<file path="src/rtl/noc_input_route_unit.sv">
// noc_input_route_unit: router input-port stage between the per-port input FIFO
// and the switch allocator. It pops flits, computes the XY route on head flits
// and holds that route for the whole packet. Each flit is presented through a
// one-entry registered valid/ready stage together with a one-hot port request.
//
// Ports:
//   clk, rst_n          clock, asynchronous active-low reset
//   i_fifo_empty        upstream FIFO empty flag
//   i_fifo_read_data    FIFO head data, valid while popping a non-empty FIFO
//   o_fifo_read         pop request (combinational)
//   o_flit              registered output flit
//   o_flit_valid        o_flit / o_port_req valid
//   i_out_ready         downstream accepts the presented flit this cycle
//   o_port_req          one-hot port: [0]=Local [1]=N [2]=E [3]=S [4]=W
//   o_pkt_cnt           tail/single flits accepted downstream (wraps)
//   o_err               one-cycle pulse after a malformed flit sequence
module noc_input_route_unit #(
  parameter int unsigned FLIT_WIDTH = 16,
  parameter int unsigned COORD_W    = 2,
  parameter int unsigned MY_X       = 1,
  parameter int unsigned MY_Y       = 1,
  parameter int unsigned CNT_W      = 16
) (
  input  logic                  clk,
  input  logic                  rst_n,
  input  logic                  i_fifo_empty,
  input  logic [FLIT_WIDTH-1:0] i_fifo_read_data,
  output logic                  o_fifo_read,
  output logic [FLIT_WIDTH-1:0] o_flit,
  output logic                  o_flit_valid,
  input  logic                  i_out_ready,
  output logic [4:0]            o_port_req,
  output logic [CNT_W-1:0]      o_pkt_cnt,
  output logic                  o_err
);

  localparam int unsigned PORT_W = 5;

  localparam logic [1:0] TYPE_BODY   = 2'b00;
  localparam logic [1:0] TYPE_HEAD   = 2'b01;
  localparam logic [1:0] TYPE_TAIL   = 2'b10;
  localparam logic [1:0] TYPE_SINGLE = 2'b11;

  localparam logic [PORT_W-1:0] PORT_L = 5'b00001;
  localparam logic [PORT_W-1:0] PORT_N = 5'b00010;
  localparam logic [PORT_W-1:0] PORT_E = 5'b00100;
  localparam logic [PORT_W-1:0] PORT_S = 5'b01000;
  localparam logic [PORT_W-1:0] PORT_W_ = 5'b10000;

  localparam logic [COORD_W-1:0] MY_X_C = COORD_W'(MY_X);
  localparam logic [COORD_W-1:0] MY_Y_C = COORD_W'(MY_Y);

  typedef enum logic {
    ST_IDLE = 1'b0,
    ST_PKT  = 1'b1
  } state_e;

  state_e                state_q, state_d;
  logic [PORT_W-1:0]     route_q, route_d;
  logic [FLIT_WIDTH-1:0] flit_q;
  logic                  flit_valid_q;
  logic [PORT_W-1:0]     port_req_q;
  logic [CNT_W-1:0]      pkt_cnt_q;
  logic                  err_q, err_d;

  logic                  pop_c;
  logic                  fwd_c;
  logic [PORT_W-1:0]     fwd_route_c;
  logic [PORT_W-1:0]     xy_route_c;
  logic [1:0]            ftype_c;
  logic [COORD_W-1:0]    dest_x_c, dest_y_c;
  logic                  accept_c;

  // Pop whenever data is waiting and the output slot is free or draining now.
  assign pop_c    = rst_n & ~i_fifo_empty & (~flit_valid_q | i_out_ready);
  assign accept_c = flit_valid_q & i_out_ready;

  assign ftype_c  = i_fifo_read_data[FLIT_WIDTH-1:FLIT_WIDTH-2];
  assign dest_x_c = i_fifo_read_data[2*COORD_W-1:COORD_W];
  assign dest_y_c = i_fifo_read_data[COORD_W-1:0];

  // Dimension-ordered route: resolve X first, then Y.
  always_comb begin
    xy_route_c = PORT_L;
    if (dest_x_c > MY_X_C) begin
      xy_route_c = PORT_E;
    end else if (dest_x_c < MY_X_C) begin
      xy_route_c = PORT_W_;
    end else if (dest_y_c > MY_Y_C) begin
      xy_route_c = PORT_N;
    end else if (dest_y_c < MY_Y_C) begin
      xy_route_c = PORT_S;
    end
  end

  // Packet framing FSM: decides forwarding, route selection and errors per pop.
  always_comb begin
    state_d     = state_q;
    route_d     = route_q;
    fwd_c       = 1'b0;
    fwd_route_c = route_q;
    err_d       = 1'b0;
    if (pop_c) begin
      unique case (state_q)
        ST_IDLE: begin
          unique case (ftype_c)
            TYPE_HEAD: begin
              route_d     = xy_route_c;
              fwd_c       = 1'b1;
              fwd_route_c = xy_route_c;
              state_d     = ST_PKT;
            end
            TYPE_SINGLE: begin
              fwd_c       = 1'b1;
              fwd_route_c = xy_route_c;
            end
            default: begin
              // Body/tail without a head: dropped.
              err_d = 1'b1;
            end
          endcase
        end
        ST_PKT: begin
          unique case (ftype_c)
            TYPE_BODY: begin
              fwd_c = 1'b1;
            end
            TYPE_TAIL: begin
              fwd_c   = 1'b1;
              state_d = ST_IDLE;
            end
            TYPE_HEAD: begin
              // Truncated packet: start the new one on its own route.
              err_d       = 1'b1;
              route_d     = xy_route_c;
              fwd_c       = 1'b1;
              fwd_route_c = xy_route_c;
            end
            default: begin
              err_d       = 1'b1;
              fwd_c       = 1'b1;
              fwd_route_c = xy_route_c;
              state_d     = ST_IDLE;
            end
          endcase
        end
        default: begin
          state_d = ST_IDLE;
        end
      endcase
    end
  end

  // FSM state and locked route.
  always_ff @(posedge clk or negedge rst_n) begin
    if (!rst_n) begin
      state_q <= ST_IDLE;
      route_q <= '0;
    end else begin
      state_q <= state_d;
      route_q <= route_d;
    end
  end

  // One-entry output stage; payload only changes on a forwarded pop.
  always_ff @(posedge clk or negedge rst_n) begin
    if (!rst_n) begin
      flit_q       <= '0;
      port_req_q   <= '0;
      flit_valid_q <= 1'b0;
    end else if (fwd_c) begin
      flit_q       <= i_fifo_read_data;
      port_req_q   <= fwd_route_c;
      flit_valid_q <= 1'b1;
    end else if (i_out_ready) begin
      flit_valid_q <= 1'b0;
    end
  end

  // Packet counter (tail and single both have the type MSB set) and error pulse.
  always_ff @(posedge clk or negedge rst_n) begin
    if (!rst_n) begin
      pkt_cnt_q <= '0;
      err_q     <= 1'b0;
    end else begin
      err_q <= err_d;
      if (accept_c && flit_q[FLIT_WIDTH-1]) begin
        pkt_cnt_q <= pkt_cnt_q + CNT_W'(1);
      end
    end
  end

  assign o_fifo_read  = pop_c;
  assign o_flit       = flit_q;
  assign o_flit_valid = flit_valid_q;
  assign o_port_req   = port_req_q;
  assign o_pkt_cnt    = pkt_cnt_q;
  assign o_err        = err_q;

endmodule

</file>
<file path="config.mk">
export PLATFORM = sky130hd
export DESIGN_NAME = noc_input_route_unit
export DESIGN_NICKNAME = d
export VERILOG_FILES = /design/src/rtl/noc_input_route_unit.sv
export SDC_FILE = /design/constraint.sdc
export NUM_CORES = 1
export LEC_CHECK = 0
export ABC_AREA = 1
export CORE_MARGIN = 1.5
export CORE_UTILIZATION = 45
export CTS_CLUSTER_DIAMETER = 200
export CTS_CLUSTER_SIZE = 8
export DETAILED_ROUTE_END_ITERATION = 12
export HOLD_SLACK_MARGIN = 0.02
export PLACE_DENSITY = 0.76
export SLEW_MARGIN = 15
export SYNTH_ARGS = -nofsm -noshare
export SYNTH_HDL_FRONTEND = slang
export SYNTH_SLANG_ARGS = --single-unit
</file>
<file path="constraint.sdc">
create_clock -name clk -period 1.6 [get_ports clk]
set_clock_uncertainty 0.1 [all_clocks]
set_input_delay 0.32 -clock clk [delete_from_list [all_inputs] [get_ports clk]]
set_output_delay 0.32 -clock clk [all_outputs]
set_load 0.01 [all_outputs]
</file>
Fig. 1: run 1, routing congestion
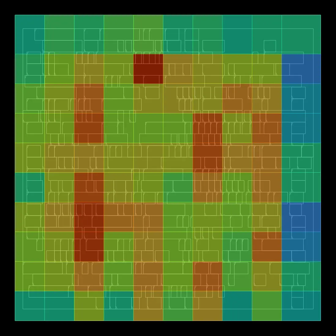
met2 track utilization from global routing: 35.4%
met1 Resource Use GR: 24.7%
GRT Util Overall: 20.2%
fin util: 69.6%
WL/cell: 12.9 um

Fig. 2: run 1, clock distribution
Scale: 4 px per um.
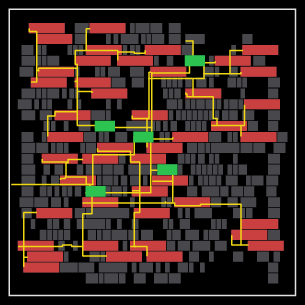
flip-flops: in red, count 45. clock wires: in yellow, length 540 um. clock-net drivers: in green, count 5.
There are 6 routed clock nets.

==> flow_metrics.py, run 1 <==
# Physical implementation metrics
metrics = {
    "outcome": {
        "status": "finished clean",
    },
    "route": {
        "viasPerCell": 4.96,
        "drc": 0,
        "initialDrtViolationCount": 136,
        "drtPass1Iterations": 5,
        "antenna_left": 0,
    },
    "critical_path": {
        "endpoint_kind": "primary output",
        "crit_arrival_ps": 1140,
        "worstPathMaxFanout": 1,
        "cp_top_family": "buffers and inverters",
        "crit_buf_inv": 1,
        "cp_slowest_cell": "clkdlybuf4s50_1",
        "start_kind": "flip-flop",
        "cpPeakStageDelay_ps": 530,
        "crit_type": "flip-flop to primary output",
    },
    "pwr": {
        "p_leak_nw": 1.71,
        "seq_power_share_pct": 44.1,
        "vdd_drop_max_v": 0.000632,
        "clock_power_uw": 891,
        "comb_power_share_pct": 29.5,
        "clockPowerShare_pct": 26.4,
        "power.group.top": "registers",
        "p_switching_mw": 1.01,
        "comb_power_uw": 993,
        "finalPower_mw": 3.37,
    },
    "floorplanning": {
        "rows": 24,
        "fp.dieH_um": 71.2,
        "n_tap_cell": 52,
        "core_area_mm2": 0.00441,
        "initial_core_util_pct": 47.4,
        "dieArea_mm2": 0.00507,
    },
    "timing": {
        "finalMaxSlewViolations": 0,
        "rsz0062_at_grt": "true",
        "finalCriticalPeriod_ps": 1560,
        "hold_slack_ps": 24.7,
        "fmax_mhz": 641,
        "finalHoldViolations": 0,
        "finalCritPeriodShare_pct": 97.5,
        "maxSlewHeadroom_pct": 61.9,
        "fin_setup_tns_ps": 0,
        "worstMarginPinSlew_ps": 571,
        "setup_ws_ps": 40.5,
    },
    "yosys": {
        "ff_type": "dfrtp_1",
        "synth.area.top_cells": "dfrtp_1 (54%), nand2_1 (17%), inv_1 (4.8%)",
        "async_flop_share_pct": 100,
        "synth_flop_count": 45,
        "common_cells": "nand2_1 (96), dfrtp_1 (45), inv_1 (27)",
        "top_area_share_pct": 53.8,
        "logic_family": "simple AND/OR/NAND/NOR gates",
        "syn_nets": 268,
        "synth_cell_types": 28,
        "ys_sh_adder_pct": 0.598,
        "mux_area_share_pct": 0,
        "xor_share_pct": 2.93,
        "edf_count": 0,
        "top_area_cell": "dfrtp_1",
        "yosysWarningCount": 0,
        "ys_seq_share_pct": 53.8,
        "ys_sh_aoi_pct": 6.16,
        "syn_avg_cell_area_um2": 8.47,
        "yosysMostFrequentCell": "nand2_1",
        "synth-area-yosys_mm2": 0.00209,
        "synth_simple_gate_area_share_pct": 30.1,
    },
    "grt": {
        "grt-ovfl-total": 0,
        "gr-max-usage-layer": "met2",
        "grt_first_pass_wirelength_um": 8190,
        "grt_pass1_vias": 1888,
        "grt_max_degree": 46,
        "use_met3_pct": 5.84,
        "grt_antenna_before_repair": 0,
    },
    "cells_and_area": {
        "nClkBuffers": 7,
        "sh_comb_area_pct": 27.9,
        "final_cells": 393,
        "inv_count": 29,
        "stdcell_area_mm2": 0.00307,
        "syn_to_final_growth_pct": 46.9,
        "lay_top_cells": "nand2_1 (94), dfrtp_1 (44), dlygate4sd2_1 (36)",
        "nets": 361,
        "diodes": 0,
        "mostFrequentLayoutCell": "nand2_1",
        "nMultiInputCombCells": 171,
        "signal_buffers": 88,
        "largest_cell_class": "sequential cells",
        "logic_area_um2": 858,
        "final-nonclk-buf-share_pct": 25.8,
    },
    "hold_path": {
        "hold_class": "primary input to asynchronous set/reset pin",
    },
    "run": {
        "drv_cap": 0,
    },
    "clocking": {
        "cts.sinks": 45,
        "cts_hold_repair.buffers": 0,
        "cts_tree": "yes",
        "cts_root_buf": "clkbuf_8",
        "clk_latency_ps": 290,
        "clockBufferDepth": 2,
        "postCtsSetupBuffers": 12,
    },
    "placed_design": {
        "port_buffers": 59,
        "dp.cells": 372,
        "gp_congestion": 0.804,
        "dp_slack_ps": -420,
        "hpwl_um": 3470,
    },
}
Fig. 3: run 1, signal wires by layer
Scale: 6 px per um.
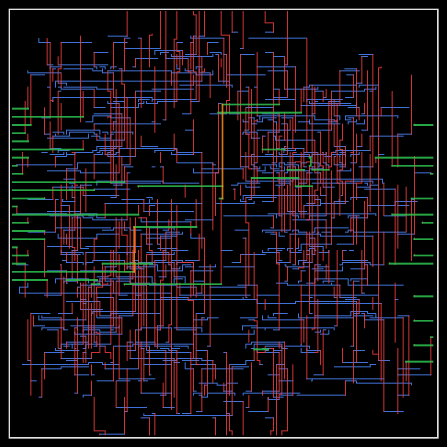
M1: in blue, wire length 2170 um. M3: in green, wire length 302 um. M4: in orange, wire length 23.1 um. M2: in red, wire length 2580 um.
final wirelength: 5080 um
vias: 1948

Fig. 4: run 1, register map, names as in the netlist
Scale: 6 px per um. Other sequential cells in the stronger gray, the rest of the logic in the fainter gray.
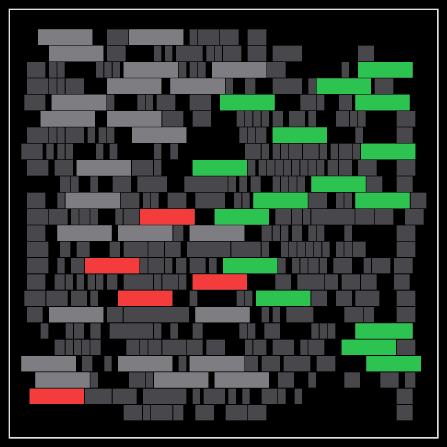
o_pkt_cnt: in green, sequential cells 16. o_port_req: in red, sequential cells 5.
Another 24 sequential cells are not colored.
Flop area: 0.00113 mm2
register share of the cell area: 36.7%
P_seq: 1.48 mW

run 1: kinds of logic after synthesis:
logic type,count (synthesis)
AOI/OAI and AO/OA,23
DFF,45
xor gates and xnor gates,7
buffers and inverters,32
and+or+nand+nor,139
adders and majority gates,1
run 1: final timing paths:
kind                              start             to  slack (ps)  cells past startpoint
hold / removal                    rst_n   o_pkt_cnt[3]          20                      2
setup reg to reg           o_pkt_cnt[1]  o_pkt_cnt[10]          70                      7
hold reg to reg              o_flit[11]     o_flit[11]         380                      2
min in group clk            i_out_ready   o_flit_valid         240                      4
max in group asynchronous         rst_n   o_pkt_cnt[2]         970                      2
setup / recovery                  o_err          o_err          40                      1
run 1: metal layers:
layer	wire, um	vias up
li1	-	962
met1	2170	916
met2	2580	65
met3	302	5
met4	23	0
met5	0	-
==> run 1 -> run 2 <==
- CTS_CLUSTER_DIAMETER: 200 -> 40
Fig. 5: run 2, signal wires by layer
Scale: 6 px per um.
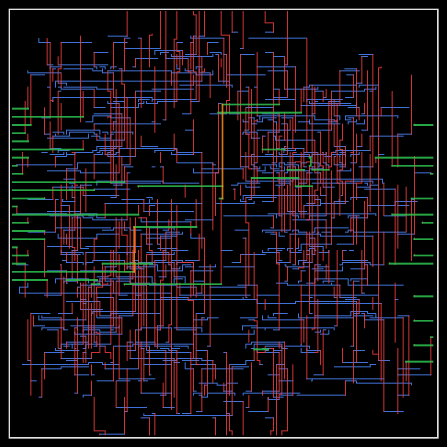
M3: in green, wire length 302 um. M2: in red, wire length 2580 um. M1: in blue, wire length 2170 um. M4: in orange, wire length 23.1 um.

Fig. 6: run 2, register map, names as in the netlist
Scale: 6 px per um. Other sequential cells in the stronger gray, the rest of the logic in the fainter gray.
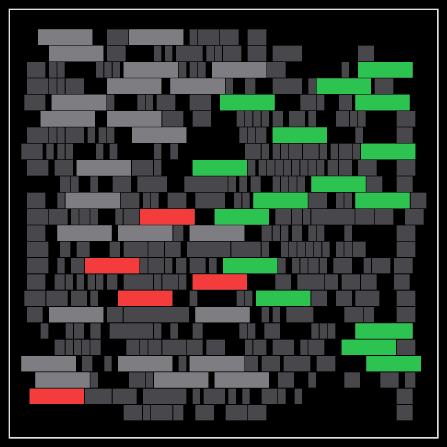
o_pkt_cnt: in green, sequential cells 16. o_port_req: in red, sequential cells 5.

==> run 2 against run 1 <==
  * Via count did not move
  * Die size stayed put
  * Critical path type unchanged
  * Flip-flop count stayed put
  * Critical path depth unchanged
  * Combinational power hardly changed
  * Routed wire length unchanged
  * Synthesized area stayed put
  * Register-to-register slack hardly changed
  * Hold slack did not move
==> flow_metrics.py, run 2 <==
# Physical implementation metrics
metrics = {
    "timing": {
        "rsz0062_at_grt": "true",
        "worstMarginPinSlew_ps": 571,
        "finalHoldViolations": 0,
        "finalMaxSlewViolations": 0,
        "finalCritPeriodShare_pct": 97.5,
        "hold_slack_ps": 24.7,
        "fmax_mhz": 641,
        "setup_ws_ps": 40.5,
        "fin_setup_tns_ps": 0,
    },
    "floorplanning": {
        "core_area_mm2": 0.00441,
        "initial_core_util_pct": 47.4,
    },
    "yosys": {
        "top_area_cell": "dfrtp_1",
        "edf_count": 0,
        "async_flop_share_pct": 100,
        "synth_cell_types": 28,
        "syn_nets": 268,
        "synth-area-yosys_mm2": 0.00209,
        "xor_share_pct": 2.93,
        "yosysMostFrequentCell": "nand2_1",
        "common_cells": "nand2_1 (96), dfrtp_1 (45), inv_1 (27)",
        "ys_sh_adder_pct": 0.598,
        "ff_type": "dfrtp_1",
        "logic_family": "simple AND/OR/NAND/NOR gates",
        "yosysWarningCount": 0,
        "mux_area_share_pct": 0,
        "top_area_share_pct": 53.8,
        "synth_flop_count": 45,
    },
    "grt": {
        "gr-max-usage-layer": "met2",
        "grt_pass1_vias": 1888,
        "use_met3_pct": 5.84,
        "grt_antenna_before_repair": 0,
        "grt_max_degree": 46,
        "met2_usage_pct": 35.4,
    },
    "cells_and_area": {
        "final_cells": 393,
        "nets": 361,
        "diodes": 0,
        "mostFrequentLayoutCell": "nand2_1",
        "stdcell_area_mm2": 0.00307,
        "lay_top_cells": "nand2_1 (94), dfrtp_1 (44), dlygate4sd2_1 (36)",
        "fin_util_pct": 69.6,
        "syn_to_final_growth_pct": 46.9,
    },
    "pwr": {
        "p_switching_mw": 1.01,
        "comb_power_share_pct": 29.5,
        "power.group.top": "registers",
        "vdd_drop_max_v": 0.000632,
        "p_leak_nw": 1.71,
        "p_seq_mw": 1.48,
        "clock_power_uw": 891,
        "seq_power_share_pct": 44.1,
        "clockPowerShare_pct": 26.4,
        "comb_power_uw": 993,
    },
    "outcome": {
        "status": "finished clean",
    },
    "route": {
        "antenna_left": 0,
        "routed_wirelength_um": 5080,
        "wl_met1_um": 2170,
        "viasPerCell": 4.96,
        "met3_length_um": 302,
        "avgRoutedWirePerCell_um": 12.9,
        "vias": 1948,
        "drtPass1Iterations": 5,
    },
    "critical_path": {
        "cp_slowest_cell": "clkdlybuf4s50_1",
        "crit_arrival_ps": 1140,
        "crit_type": "flip-flop to primary output",
        "crit_buf_inv": 1,
    },
    "hold_path": {
        "hold_class": "primary input to asynchronous set/reset pin",
    },
    "clocking": {
        "cts_root_buf": "clkbuf_8",
    },
    "placed_design": {
        "dp_slack_ps": -420,
        "port_buffers": 59,
        "gp_congestion": 0.804,
    },
    "run": {
        "drv_cap": 0,
    },
}
Fig. 7: run 2, layout detail
Region (43, 8) to (63, 28) um. Cells in gray, sequential cells in the stronger gray; small squares are vias.
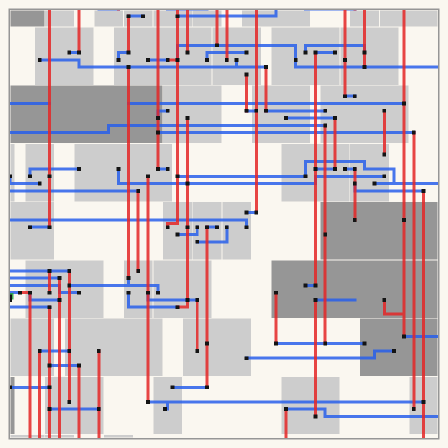
M3: in green. M2: in red. M1: in blue.
Netlist names of flops here include o_pkt_cnt (3). Most frequent: buf_4 (8), nand2_1 (4), xor2_1 (3). Sequential cells in the window: 3. 28 logic cells have their middle in the window.

[run 2: final timing paths]
kind,startpoint,end,slack [ps],cells past startpoint
max,o_err,o_err,40,1
min,rst_n,o_pkt_cnt[3],20,2
max reg2reg,o_pkt_cnt[1],o_pkt_cnt[10],70,7
min reg2reg,o_flit[11],o_flit[11],380,2
max in group asynchronous,rst_n,o_pkt_cnt[2],970,2
min in group clk,i_out_ready,o_flit_valid,240,4
[run 2: final cells by class]
type / instances / area [um2] / share of cell area [%]
inverters: 29 / 114 / 3.71
clock inverters: 1 / 30.0 / 0.977
well taps: 52 / 65.1 / 2.12
flip-flops and latches: 45 / 1130 / 36.7
clock buffers: 7 / 86.3 / 2.81
repair buffers: 88 / 792 / 25.8
multi-input cells: 171 / 858 / 27.9
==> run 2 -> run 3 <==
- CORE_MARGIN: 1.5 -> 5
Fig. 8: run 3, clock distribution
Scale: 4 px per um.
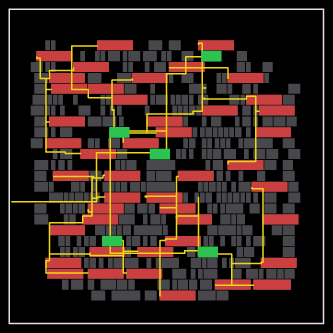
clock-net drivers: in green, count 5. flip-flops: in red, count 45. clock wires: in yellow, length 583 um.
Position of the flops: all over the die.
clk pwr: 686 uW
Latency at later pin: 300 ps

Fig. 9: run 3, register map, names as in the netlist
Scale: 6 px per um. Other sequential cells in the stronger gray, the rest of the logic in the fainter gray.
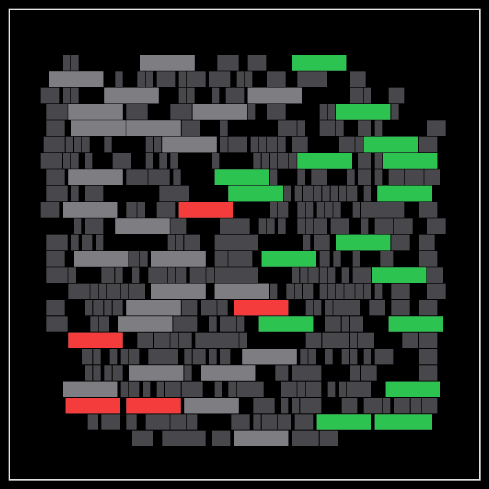
o_port_req: in red, sequential cells 5. o_pkt_cnt: in green, sequential cells 16.
Another 24 sequential cells are not colored.

==> run 3 against run 2 <==
  * Die size increased by 21%
  * Design area is 1.0% lower
  * Synthesized cell count is the same
  * Non-clock buffer count up 3
  * Combinational power barely moved
  * Total power fell by 6.4%
  * Via count up 0.56%
  * Sequential power about the same
  * Maximum frequency rose by 1.2%
  * Global-route usage is 2.1 points lower
  * First-iteration DRC count shrank 15%
  * Largest cell class unchanged
==> flow_metrics.py, run 3 <==
# Physical implementation metrics
metrics = {
    "yosys": {
        "netlist_area_mm2": 0.00209,
        "async_flop_share_pct": 100,
        "synth_cell_types": 28,
        "ys_sh_aoi_pct": 6.16,
        "yosysCellCount": 247,
        "ys_seq_share_pct": 53.8,
        "logic_family": "simple AND/OR/NAND/NOR gates",
        "ys_sh_adder_pct": 0.598,
        "synth_flop_count": 45,
        "yosysMostFrequentCell": "nand2_1",
        "mux_area_share_pct": 0,
        "syn_nets": 268,
        "top_area_cell": "dfrtp_1",
        "ff_type": "dfrtp_1",
        "top_area_share_pct": 53.8,
        "xor_share_pct": 2.93,
        "synth.area.top_cells": "dfrtp_1 (54%), nand2_1 (17%), inv_1 (4.8%)",
        "syn_avg_cell_area_um2": 8.47,
        "synth-area-yosys_mm2": 0.00209,
        "edf_count": 0,
        "yosysWarningCount": 0,
        "synth_simple_gate_area_share_pct": 30.1,
        "common_cells": "nand2_1 (96), dfrtp_1 (45), inv_1 (27)",
    },
    "cells_and_area": {
        "logic_area_um2": 847,
        "seq_share_pct": 37.1,
        "nMultiInputCombCells": 170,
        "final_cells": 395,
        "ff_count": 45,
        "final-nonclk-buf-share_pct": 26.7,
        "signal_buffers": 91,
        "diodes": 0,
        "lay_top_cells": "nand2_1 (94), dfrtp_1 (44), dlygate4sd2_1 (38)",
        "sh_comb_area_pct": 27.8,
        "nClkBuffers": 8,
        "nets": 363,
        "clock_tree_area_fraction_pct": 2.63,
        "stdcell_area_mm2": 0.00304,
        "fillers": 370,
        "flop_area_mm2": 0.00113,
        "inv_count": 29,
        "fin_util_pct": 68.4,
        "largest_cell_class": "sequential cells",
        "mostFrequentLayoutCell": "nand2_1",
        "syn_to_final_growth_pct": 45.4,
    },
    "critical_path": {
        "cp_slowest_cell": "dfrtp_1",
        "startpoint": "o_flit_valid",
        "start_kind": "flip-flop",
        "r2r-end": "o_pkt_cnt[10]",
        "worstPathMaxFanout": 3,
        "path_cells": "buf_4 -> dlygate4sd2_1",
        "r2r_start": "o_pkt_cnt[1]",
        "endpoint_kind": "primary output",
        "crit_arrival_ps": 1120,
        "cpPeakStageDelay_ps": 400,
        "crit_type": "flip-flop to primary output",
        "cp-endpoint": "o_flit_valid",
        "rr_worst_depth": 7,
        "cp.required_ps": 1180,
        "ff2ff_setup_slack_ps": 120,
    },
    "timing": {
        "finalHoldViolations": 0,
        "fin_setup_tns_ps": 0,
        "maxSlewHeadroom_pct": 61.6,
        "rsz0062_at_grt": "false",
        "finalCriticalPeriod_ps": 1540,
        "setup_ws_ps": 59.5,
        "hold_slack_ps": 9.23,
        "worstMarginPinSlew_ps": 576,
        "finalCritPeriodShare_pct": 96.3,
        "fmax_mhz": 649,
        "finalMaxSlewViolations": 0,
        "setup_viol": 0,
    },
    "route": {
        "drtPass1Iterations": 4,
        "vias": 1959,
        "drc": 0,
        "avgRoutedWirePerCell_um": 12.9,
        "viasPerCell": 4.96,
        "antenna_left": 0,
        "initialDrtViolationCount": 116,
        "routed_wirelength_um": 5110,
    },
    "grt": {
        "grt_max_degree": 46,
        "grt-ovfl-total": 0,
        "grt_first_pass_wirelength_um": 8950,
        "grt_antenna_before_repair": 0,
        "grt_usage_pct": 18.2,
        "grt_pass1_vias": 2022,
    },
    "pwr": {
        "p_int_mw": 2.15,
        "seq_power_share_pct": 46.9,
        "power.group.top": "registers",
        "finalPower_mw": 3.15,
        "vdd_drop_max_v": 0.000560,
        "p_leak_nw": 1.71,
        "comb_power_uw": 990,
        "p_switching_mw": 1.00,
        "p_seq_mw": 1.48,
        "p_sw_share_pct": 31.7,
        "clockPowerShare_pct": 21.7,
        "comb_power_share_pct": 31.4,
    },
    "floorplanning": {
        "dieArea_mm2": 0.00611,
        "n_tap_cell": 52,
        "core_area_mm2": 0.00444,
        "initial_core_util_pct": 47.1,
        "rows": 24,
        "fp.dieH_um": 78.2,
    },
    "clocking": {
        "post_cts_resized": 45,
        "cts_tree": "yes",
        "cts_root_buf": "clkbuf_8",
        "clockBufferDepth": 2,
        "cts.sinks": 45,
        "cts_hold_repair.buffers": 0,
        "postCtsSetupBuffers": 12,
    },
    "placed_design": {
        "hpwl_um": 3610,
        "gp_congestion": 0.836,
        "dp.cells": 373,
        "dp_slack_ps": -420,
        "port_buffers": 59,
    },
    "hold_path": {
        "hold_class": "primary input to asynchronous set/reset pin",
    },
    "outcome": {
        "status": "finished clean",
    },
    "run": {
        "drv_cap": 0,
    },
}
Fig. 10: run 3, routing congestion
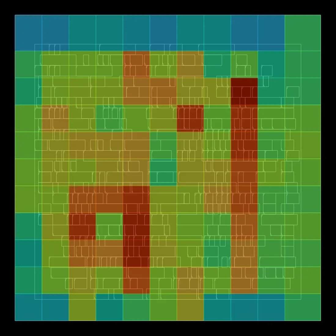
GRT met3 Usage: 6.41%
met1 Resource Use GR: 20.6%

-- run 3: cell counts after synthesis --
No cell type changed its count.
-- run 3: kinds of logic (layout without fill, tap and decap cells) --
family,count (synthesis),count (layout)
xor gates and xnor gates,7,7
and+or+nand+nor,139,139
AOI/OAI and AO/OA,23,23
buffers and inverters,32,128
adders and majority gates,1,1
DFF,45,45
-- run 3: routing by layer --
| metal | track usage (%) | up-vias | part of all wire, % |
|---|---|---|---|
| met3 | 6.41 | 5 | 7.6 |
| met5 | 0 | - | 0 |
| met4 | 5.59 | 0 | 0.61 |
| met2 | 32.2 | 59 | 51 |
| met1 | 20.6 | 933 | 41 |
| li1 | - | 962 | - |
-- run 3: worst max-delay path: cells and delay by family (launching register included) --
kind / cells / cell delay [ps]
flops: 1 / 400
buf+inv: 2 / 430
No activity file was given, so power comes from the tool's default toggle rates.
